$ cat src/rtl/fixpt_pkg.sv
// Shared fixed-point helpers for the speech datapath: saturation limits,
// rounding constant, 32-bit saturating add and high-half extraction.
package fixpt_pkg;

    localparam logic [31:0] MAX_32  = 32'h7FFF_FFFF;
    localparam logic [31:0] MIN_32  = 32'h8000_0000;
    localparam logic [15:0] MAX_16  = 16'h7FFF;
    localparam logic [15:0] MIN_16  = 16'h8000;
    localparam logic [31:0] ROUND_K = 32'h0000_8000;

    typedef struct packed {
        logic [31:0] sum;
        logic        ovf;
    } sat32_t;

    // L_add: two's-complement add clamped to the 32-bit range.
    // Overflow only when both operands share a sign and the result does not.
    function automatic sat32_t sat_add32(input logic [31:0] a, input logic [31:0] b);
        sat32_t r;
        logic [31:0] s;
        s     = a + b;
        r.ovf = (a[31] == b[31]) && (s[31] != a[31]);
        if (r.ovf) begin
            r.sum = a[31] ? MIN_32 : MAX_32;
        end else begin
            r.sum = s;
        end
        return r;
    endfunction

    // extract_h: upper Q15 half of a Q31 value.
    function automatic logic [15:0] extract_h(input logic [31:0] a);
        return a[31:16];
    endfunction

endpackage

$ cat src/rtl/l_mult_q15.sv
// L_mult: Q15 x Q15 -> Q31 doubling multiply. The only overflowing input
// pair, -1.0 * -1.0, clamps to MAX_32 and raises ovf_o.
module l_mult_q15
    import fixpt_pkg::*;
(
    input  logic [15:0] x_i,
    input  logic [15:0] y_i,
    output logic [31:0] p_o,
    output logic        ovf_o
);

    logic signed [31:0] prod;

    // Signed product, doubled, with the single saturating corner case.
    always_comb begin
        prod  = $signed(x_i) * $signed(y_i);
        ovf_o = (x_i == MIN_16) && (y_i == MIN_16);
        if (ovf_o) begin
            p_o = MAX_32;
        end else begin
            p_o = {prod[30:0], 1'b0};
        end
    end

endmodule

$ cat src/rtl/l_mac_accum.sv
// Streaming Q15 multiply-accumulate: stage 1 registers L_mult of the sample
// pair, stage 2 L_adds it into a saturating 32-bit accumulator and, on the
// frame's last sample, registers the frame sum, its rounded high half, the
// sample count and the sticky overflow flag.
module l_mac_accum
    import fixpt_pkg::*;
#(
    parameter int unsigned CNT_W = 8
) (
    input  logic             clk,
    input  logic             reset,
    input  logic             in_valid,
    input  logic             in_last,
    input  logic [15:0]      x,
    input  logic [15:0]      y,
    input  logic [31:0]      acc_init,
    output logic             out_valid,
    output logic [31:0]      out_acc,
    output logic [15:0]      out_hi,
    output logic [CNT_W-1:0] out_count,
    output logic             overflow,
    output logic             busy
);

    // Stage-1 product
    logic [31:0]      mult_p;
    logic             mult_ovf;
    logic             first_smp;

    // Stage-1 registers
    logic             open_q;
    logic             v1_q;
    logic             last1_q;
    logic             first1_q;
    logic             movf1_q;
    logic [31:0]      p1_q;
    logic [31:0]      init1_q;

    // Stage-2 running frame state
    logic [31:0]      acc_q;
    logic [CNT_W-1:0] cnt_q;
    logic             fovf_q;

    // Stage-2 next-state values
    logic [31:0]      base_d;
    sat32_t           sum_d;
    sat32_t           rnd_d;
    logic [CNT_W-1:0] cnt_base_d;
    logic [CNT_W-1:0] cnt_d;
    logic             fovf_d;

    // Output registers
    logic             out_valid_q;
    logic [31:0]      out_acc_q;
    logic [15:0]      out_hi_q;
    logic [CNT_W-1:0] out_count_q;
    logic             overflow_q;

    l_mult_q15 u_mult (
        .x_i   (x),
        .y_i   (y),
        .p_o   (mult_p),
        .ovf_o (mult_ovf)
    );

    assign first_smp = in_valid && !open_q;

    // Stage 1: capture product, frame markers and (on frame open) acc_init.
    // acc_init travels with the first sample so back-to-back frames cannot
    // see each other's starting value.
    always_ff @(posedge clk or posedge reset) begin
        if (reset) begin
            open_q   <= 1'b0;
            v1_q     <= 1'b0;
            last1_q  <= 1'b0;
            first1_q <= 1'b0;
            movf1_q  <= 1'b0;
            p1_q     <= '0;
            init1_q  <= '0;
        end else begin
            v1_q <= in_valid;
            if (in_valid) begin
                open_q   <= !in_last;
                last1_q  <= in_last;
                first1_q <= first_smp;
                movf1_q  <= mult_ovf;
                p1_q     <= mult_p;
                if (first_smp) begin
                    init1_q <= acc_init;
                end
            end
        end
    end

    // Stage 2 combinational: saturating accumulate, count and overflow update,
    // plus the rounding add used only when the frame closes.
    always_comb begin
        base_d     = first1_q ? init1_q : acc_q;
        sum_d      = sat_add32(base_d, p1_q);
        cnt_base_d = first1_q ? '0 : cnt_q;
        cnt_d      = (cnt_base_d == '1) ? cnt_base_d : cnt_base_d + CNT_W'(1);
        fovf_d     = (first1_q ? 1'b0 : fovf_q) | movf1_q | sum_d.ovf;
        rnd_d      = sat_add32(sum_d.sum, ROUND_K);
    end

    // Stage 2 registers: running state per sample, outputs on frame close.
    always_ff @(posedge clk or posedge reset) begin
        if (reset) begin
            acc_q       <= '0;
            cnt_q       <= '0;
            fovf_q      <= 1'b0;
            out_valid_q <= 1'b0;
            out_acc_q   <= '0;
            out_hi_q    <= '0;
            out_count_q <= '0;
            overflow_q  <= 1'b0;
        end else begin
            out_valid_q <= 1'b0;
            if (v1_q) begin
                acc_q  <= sum_d.sum;
                cnt_q  <= cnt_d;
                fovf_q <= fovf_d;
                if (last1_q) begin
                    out_valid_q <= 1'b1;
                    out_acc_q   <= sum_d.sum;
                    out_hi_q    <= extract_h(rnd_d.sum);
                    out_count_q <= cnt_d;
                    overflow_q  <= fovf_d | rnd_d.ovf;
                end
            end
        end
    end

    assign out_valid = out_valid_q;
    assign out_acc   = out_acc_q;
    assign out_hi    = out_hi_q;
    assign out_count = out_count_q;
    assign overflow  = overflow_q;
    assign busy      = open_q | v1_q;

endmodule

$ cat config.mk
export PLATFORM = sky130hd
export DESIGN_NAME = l_mac_accum
export DESIGN_NICKNAME = d
export VERILOG_FILES = /design/src/rtl/fixpt_pkg.sv /design/src/rtl/l_mult_q15.sv /design/src/rtl/l_mac_accum.sv
export SDC_FILE = /design/constraint.sdc
export NUM_CORES = 1
export LEC_CHECK = 0
export CAP_MARGIN = 10
export CORE_ASPECT_RATIO = 0.8
export CORE_MARGIN = 2
export CORE_UTILIZATION = 62
export DETAILED_ROUTE_END_ITERATION = 10
export PLACE_DENSITY = 0.83
export SLEW_MARGIN = 20
export SYNTH_ARGS = -nofsm -noshare
export SYNTH_HDL_FRONTEND = slang
export SYNTH_SLANG_ARGS = --single-unit
$ cat constraint.sdc
create_clock -name clk -period 8.7 [get_ports clk]
set_input_delay 1.74 -clock clk [delete_from_list [all_inputs] [get_ports clk]]
set_output_delay 1.74 -clock clk [all_outputs]
set_load 0.02 [all_outputs]
==> results.py, run 1 <==
# Flow results
metrics = {
    "sta": {
        "skew_ns": 0.0144,
        "maxSlewViolCount": 0,
        "setup_viol": 0,
        "fmax_ghz": 0.118,
        "final.period_utilization": 0.972,
        "tns_ns": 0,
        "timing.hold.ws_ns": 0.483,
    },
    "yosys": {
        "yosys_warnings": 0,
        "avgSynthCellArea_um2": 9.52,
        "synthesis.area_mm2": 0.0185,
        "xor_area_frac": 0.0369,
        "synth-adder-area-share": 0.355,
        "logic_family": "adder cells",
        "flop_cell": "dfrtp_1",
        "syn_nets": 2384,
        "synth_cell_types": 71,
    },
    "critical_path": {
        "path_cells": "clkdlybuf4s50_1, and2_1, fa_1, inv_1, fa_1, fa_1, inv_1, ha_1, fa_1, inv_1, fa_1, inv_1, ha_1, a21o_1, o21ai_0, nor4b_1, nor4_1, or4_1, a31o_2, a21oi_1, a21oi_1, xnor2_1, o22a_1",
        "end_kind": "flip-flop",
        "startpoint": "y[4]",
        "path_max_fanout": 17,
        "worst-path-stages": 23,
        "regToRegSetupSlack_ns": 0.86,
        "timing.rr.end": "out_hi[10]",
    },
    "final_layout": {
        "final_util": 0.712,
        "fillers": 2202,
        "drive_above_1_share": 0.0902,
        "nets": 2501,
        "diodes": 0,
    },
    "clocking": {
        "cts_sinks": 167,
        "cts_buffer_depth": 2,
        "cts_setup_buffers": 0,
        "cts_root_buffer": "clkbuf_16",
    },
    "placed_design": {
        "place_area_mm2": 0.0204,
    },
    "grt": {
        "track_usage": 0.309,
        "grt_pass1_wl_um": 75800,
        "grt_max_degree": 97,
    },
    "outcome": {
        "status": "finished clean",
    },
    "floorplan": {
        "core_area_mm2": 0.0294,
        "die_w_um": 197,
    },
    "detailed_routing": {
        "ant_nets": 0,
        "avgRoutedWirePerCell_um": 18.5,
        "avgViaCountPerCell": 5.84,
    },
}
run 1: sequential cells by signal, summed over array words and instances, names as in the netlist, 8 cells and up:
signal / count
out_acc: 32
init1_q: 32
out_count: 8
p1_q: 32
out_hi: 16
cnt_q: 8
acc_q: 32
run 1: cell usage in the layout (no fill, tap or decap), types with 13 or more instances in the layout:
cell and instances:
inv_1 314, fa_1 258, nand2_1 239, dfrtp_1 166
clkdlybuf4s50_1 126, and2_1 123, ha_1 113, a21oi_1 94
nor2_1 77, mux2_2 77, xnor2_1 58, buf_4 57
o21ai_0 56, o22a_1 42, xor2_1 20, clkbuf_16 17
nand3_1 15, o21a_1 14, a21o_1 14, nand2b_1 14
nor3_1 13
run 1: layout make-up:
cell class	count	area, um2	share of cell area
Multi-Input combinational cell	1375	12800	0.613
Sequential cell	167	4180	0.200
Timing Repair Buffer	183	1690	0.0808
Inverter	318	1200	0.0573
Tap cell	377	472	0.0226
Clock buffer	23	448	0.0214
Clock inverter	8	101	0.00485
run 1: synthesized netlist by cell type (4+ instances only):
cell type,number,share of area
a21boi_0,4,0.0016
a21o_1,14,0.0057
a21oi_1,94,0.025
a31o_2,4,0.0019
a31oi_1,10,0.0034
and2_1,123,0.042
and3_1,11,0.0037
buf_1,7,0.0014
buf_2,7,0.0019
clkbuf_1,70,0.014
dfrtp_1,167,0.23
fa_1,258,0.28
ha_1,113,0.076
inv_1,315,0.064
mux2_2,77,0.047
mux2i_1,8,0.0043
nand2_1,240,0.049
nand2b_1,14,0.0047
nand3_1,15,0.0041
nand4_1,6,0.0020
nor2_1,77,0.016
nor2b_1,11,0.0037
nor3_1,14,0.0038
nor4_1,8,0.0027
o21a_1,14,0.0057
o21ai_0,56,0.015
o21ai_1,10,0.0027
o21bai_1,11,0.0045
o22a_1,42,0.020
o31ai_1,5,0.0020
or3_1,4,0.0014
xnor2_1,58,0.027
xor2_1,20,0.0095
run 1: routing by layer:
metal / global-route usage / routed length (um)
met5: 0 / 0
met4: 0.0877 / 971
met3: 0.0407 / 2670
met2: 0.526 / 22100
met1: 0.421 / 19600
run 1: kinds of logic after synthesis:
| logic type | count (synthesis) |
|---|---|
| buffers and inverters | 403 |
| AOI/OAI and AO/OA | 302 |
| muxes | 87 |
| xor gates and xnor gates | 78 |
| adders and majority gates | 371 |
| and+or+nand+nor | 537 |
| DFF | 167 |
run 1: worst min path at each step:
| stage | cells past startpoint | end | from |
|---|---|---|---|
| 4_1_cts | 2 | out_count[4] | out_count[4] |
| 6_report | 2 | out_count[4] | out_count[4] |
| 2_1_floorplan | 1 | cnt_q[1] | cnt_q[1] |
| 3_3_place_gp | 2 | out_acc[11] | out_acc[11] |
| 5_1_grt | 2 | out_acc[3] | out_acc[3] |
| 3_5_place_dp | 2 | out_count[4] | out_count[4] |
run 1: worst register-to-register path: cells and delay by family (launching register included):
family	cells	cell delay (ns)
compound gates	15	4.06
simple gates	5	1.32
fa+ha+maj	2	0.95
mux	1	0.43
flops	1	1.00
Fig. 1: run 1, the metal 1 layer
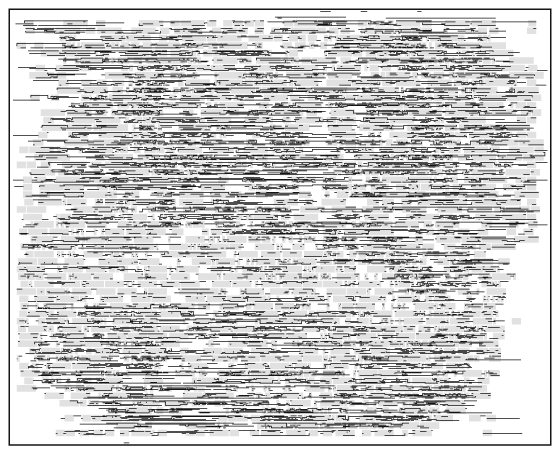
- wire length on this layer: 19600 um
- main direction: horizontal
- share of all routed wire: 43%
- nets with wire on the layer: 2313
vias: 14306
WL final: 45300 um
met1 usage: 0.421

Fig. 2: run 1, signal wires on met2
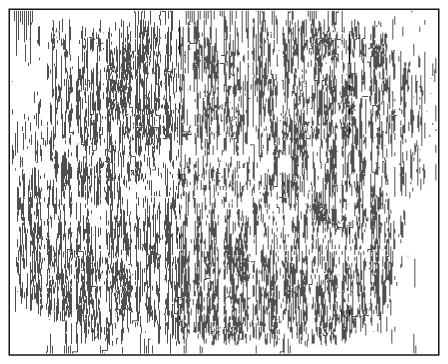
- share of all routed wire: 49%
- nets with wire on the layer: 2262
- wire length on this layer: 22.1 mm
- main direction: vertical
grt met2 use: 0.526

Fig. 3: run 1, metal 4
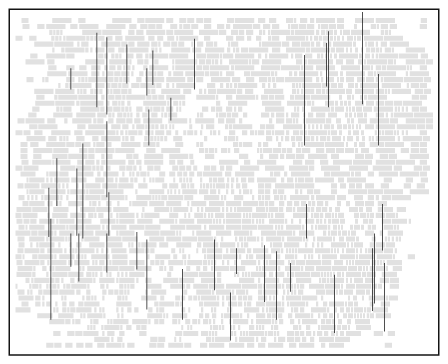
- nets with wire on the layer: 36
- wire length on this layer: 972 um
- main direction: vertical

Fig. 4: run 1, cell density map
Bar = 50 um. The die is cut into 20 by 16 equal tiles; dark blue is low, red is high, 0 to 100% covered.
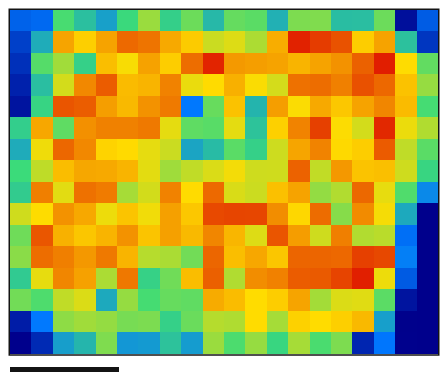
- nearly empty tiles: 3.1%
- tiles over 75% full: 46%
- emptiest ninth of the die: bottom right
- mean over tiles: 65%
- fullest tile: 97%

==> run 1 -> run 2 <==
--- a/config.mk
+++ b/config.mk
@@ -9,8 +9,10 @@
 export CORE_ASPECT_RATIO = 0.8
 export CORE_MARGIN = 2
 export CORE_UTILIZATION = 62
+export CTS_CLUSTER_SIZE = 8
 export DETAILED_ROUTE_END_ITERATION = 10
 export PLACE_DENSITY = 0.83
+export RECOVER_POWER = 25
 export SLEW_MARGIN = 20
 export SYNTH_ARGS = -nofsm -noshare
 export SYNTH_HDL_FRONTEND = slang
==> results.py, run 2 <==
# Flow results
metrics = {
    "final_layout": {
        "diodes": 0,
        "fillers": 2204,
        "mostFrequentLayoutCells": "inv_1 (314), fa_1 (258), nand2_1 (239), dfrtp_1 (166), clkdlybuf4s50_1 (124)",
        "nets": 2501,
    },
    "sta": {
        "maxSlewViolCount": 235,
        "setup_viol": 0,
        "skew_ns": 0.0104,
    },
    "clocking": {
        "cts_buffer_depth": 2,
    },
    "detailed_routing": {
        "ant_nets": 0,
        "avgRoutedWirePerCell_um": 18.5,
    },
    "worst_hold_path": {
        "whs_path_depth": 2,
    },
    "critical_path": {
        "regToRegSetupSlack_ns": 0.89,
        "end_kind": "flip-flop",
        "timing.rr.end": "out_hi[10]",
    },
    "yosys": {
        "yosysMostFrequentCell": "inv_1",
        "synthTopCellsByCount": "inv_1 (315), fa_1 (258), nand2_1 (240)",
        "synth_cell_types": 71,
    },
    "floorplan": {
        "core_area_mm2": 0.0294,
    },
    "grt": {
        "grt_max_degree": 97,
        "grt_pass1_wl_um": 75800,
        "track_usage": 0.309,
    },
    "flow_run": {
        "maxCapViolCount": 3,
    },
    "outcome": {
        "violations": "capacitance limit, slew limit",
        "status": "finished, violations left",
    },
}
==> run 2: kinds of logic after synthesis <==
family	count (synthesis)	synth area share
and+or+nand+nor	537	0.139
xor gates and xnor gates	78	0.0369
adders and majority gates	371	0.355
AOI/OAI and AO/OA	302	0.107
buffers and inverters	403	0.0826
muxes	87	0.0525
DFF	167	0.226
==> run 2: routing by layer <==
metal	track usage	up-vias	part of all wire
met5	0	-	0
met4	0.0877	0	0.023
met3	0.0407	104	0.064
met2	0.526	525	0.49
met1	0.421	7238	0.43
li1	-	6441	-
==> run 2: stage by stage <==
| stage | std cells | hold WS (ns) | TNS, ns | cell area [um2] |
|---|---|---|---|---|
| 2_1_floorplan | 1945 | 0.471 | 0 | 18500 |
| 3_3_place_gp | 2420 | 0.460 | 0 | 20400 |
| 3_5_place_dp | 2420 | 0.472 | -0.0932 | 20400 |
| 4_1_cts | 2451 | 0.487 | 0 | 20900 |
| 5_1_grt | 2451 | 0.510 | 0 | 20900 |
| 6_report | 2451 | 0.483 | 0 | 20900 |
==> run 2: critical path, stage by stage <==
cell and delay (ns):
clkdlybuf4s50_1 0.75, and2_1 0.35, fa_1 0.47, inv_1 0.05, fa_1 0.51, fa_1 0.53
inv_1 0.05, ha_1 0.30, fa_1 0.53, inv_1 0.05, fa_1 0.52, inv_1 0.04
ha_1 0.33, a21o_1 0.22, o21ai_0 0.18, nor4b_1 0.61, nor4_1 0.14, or4_1 0.62
a31o_2 0.26, a21oi_1 0.12, a21oi_1 0.09, xnor2_1 0.13, o22a_1 0.15
==> run 2: cell type report <==
cell class | count | area (um2) | share of cell area
Timing Repair Buffer | 183 | 1680 | 0.0803
Sequential cell | 167 | 4180 | 0.200
Tap cell | 377 | 472 | 0.0226
Clock buffer | 23 | 448 | 0.0214
Multi-Input combinational cell | 1375 | 12800 | 0.614
Inverter | 318 | 1190 | 0.0572
Clock inverter | 8 | 101 | 0.00485
==> run 2: timing repair <==
item                                    in CTS  in global routing
buffers inserted                             0                  0
endpoints found under the setup margin       0                  2
gates resized                                0                  1
==> run 2: how the worst max path moves through the flow <==
stage | from | endpoint | slack (ns) | cells after the start
2_1_floorplan | y[9] | p1_q[30] | 0.98 | 24
3_3_place_gp | y[4] | p1_q[30] | 0.03 | 22
3_5_place_dp | y[4] | p1_q[30] | -0.07 | 22
4_1_cts | y[4] | p1_q[30] | 0.37 | 22
5_1_grt | y[4] | p1_q[30] | 0.004 | 23
6_report | y[4] | p1_q[30] | 0.27 | 23
Fig. 5: run 2, metal 4
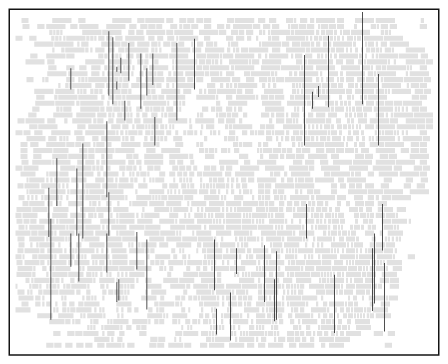
- main direction: vertical
- nets with wire on the layer: 41
- share of all routed wire: 2.3%
- longest straight run: 46.2 um
WL final: 45400 um
vias: 14308

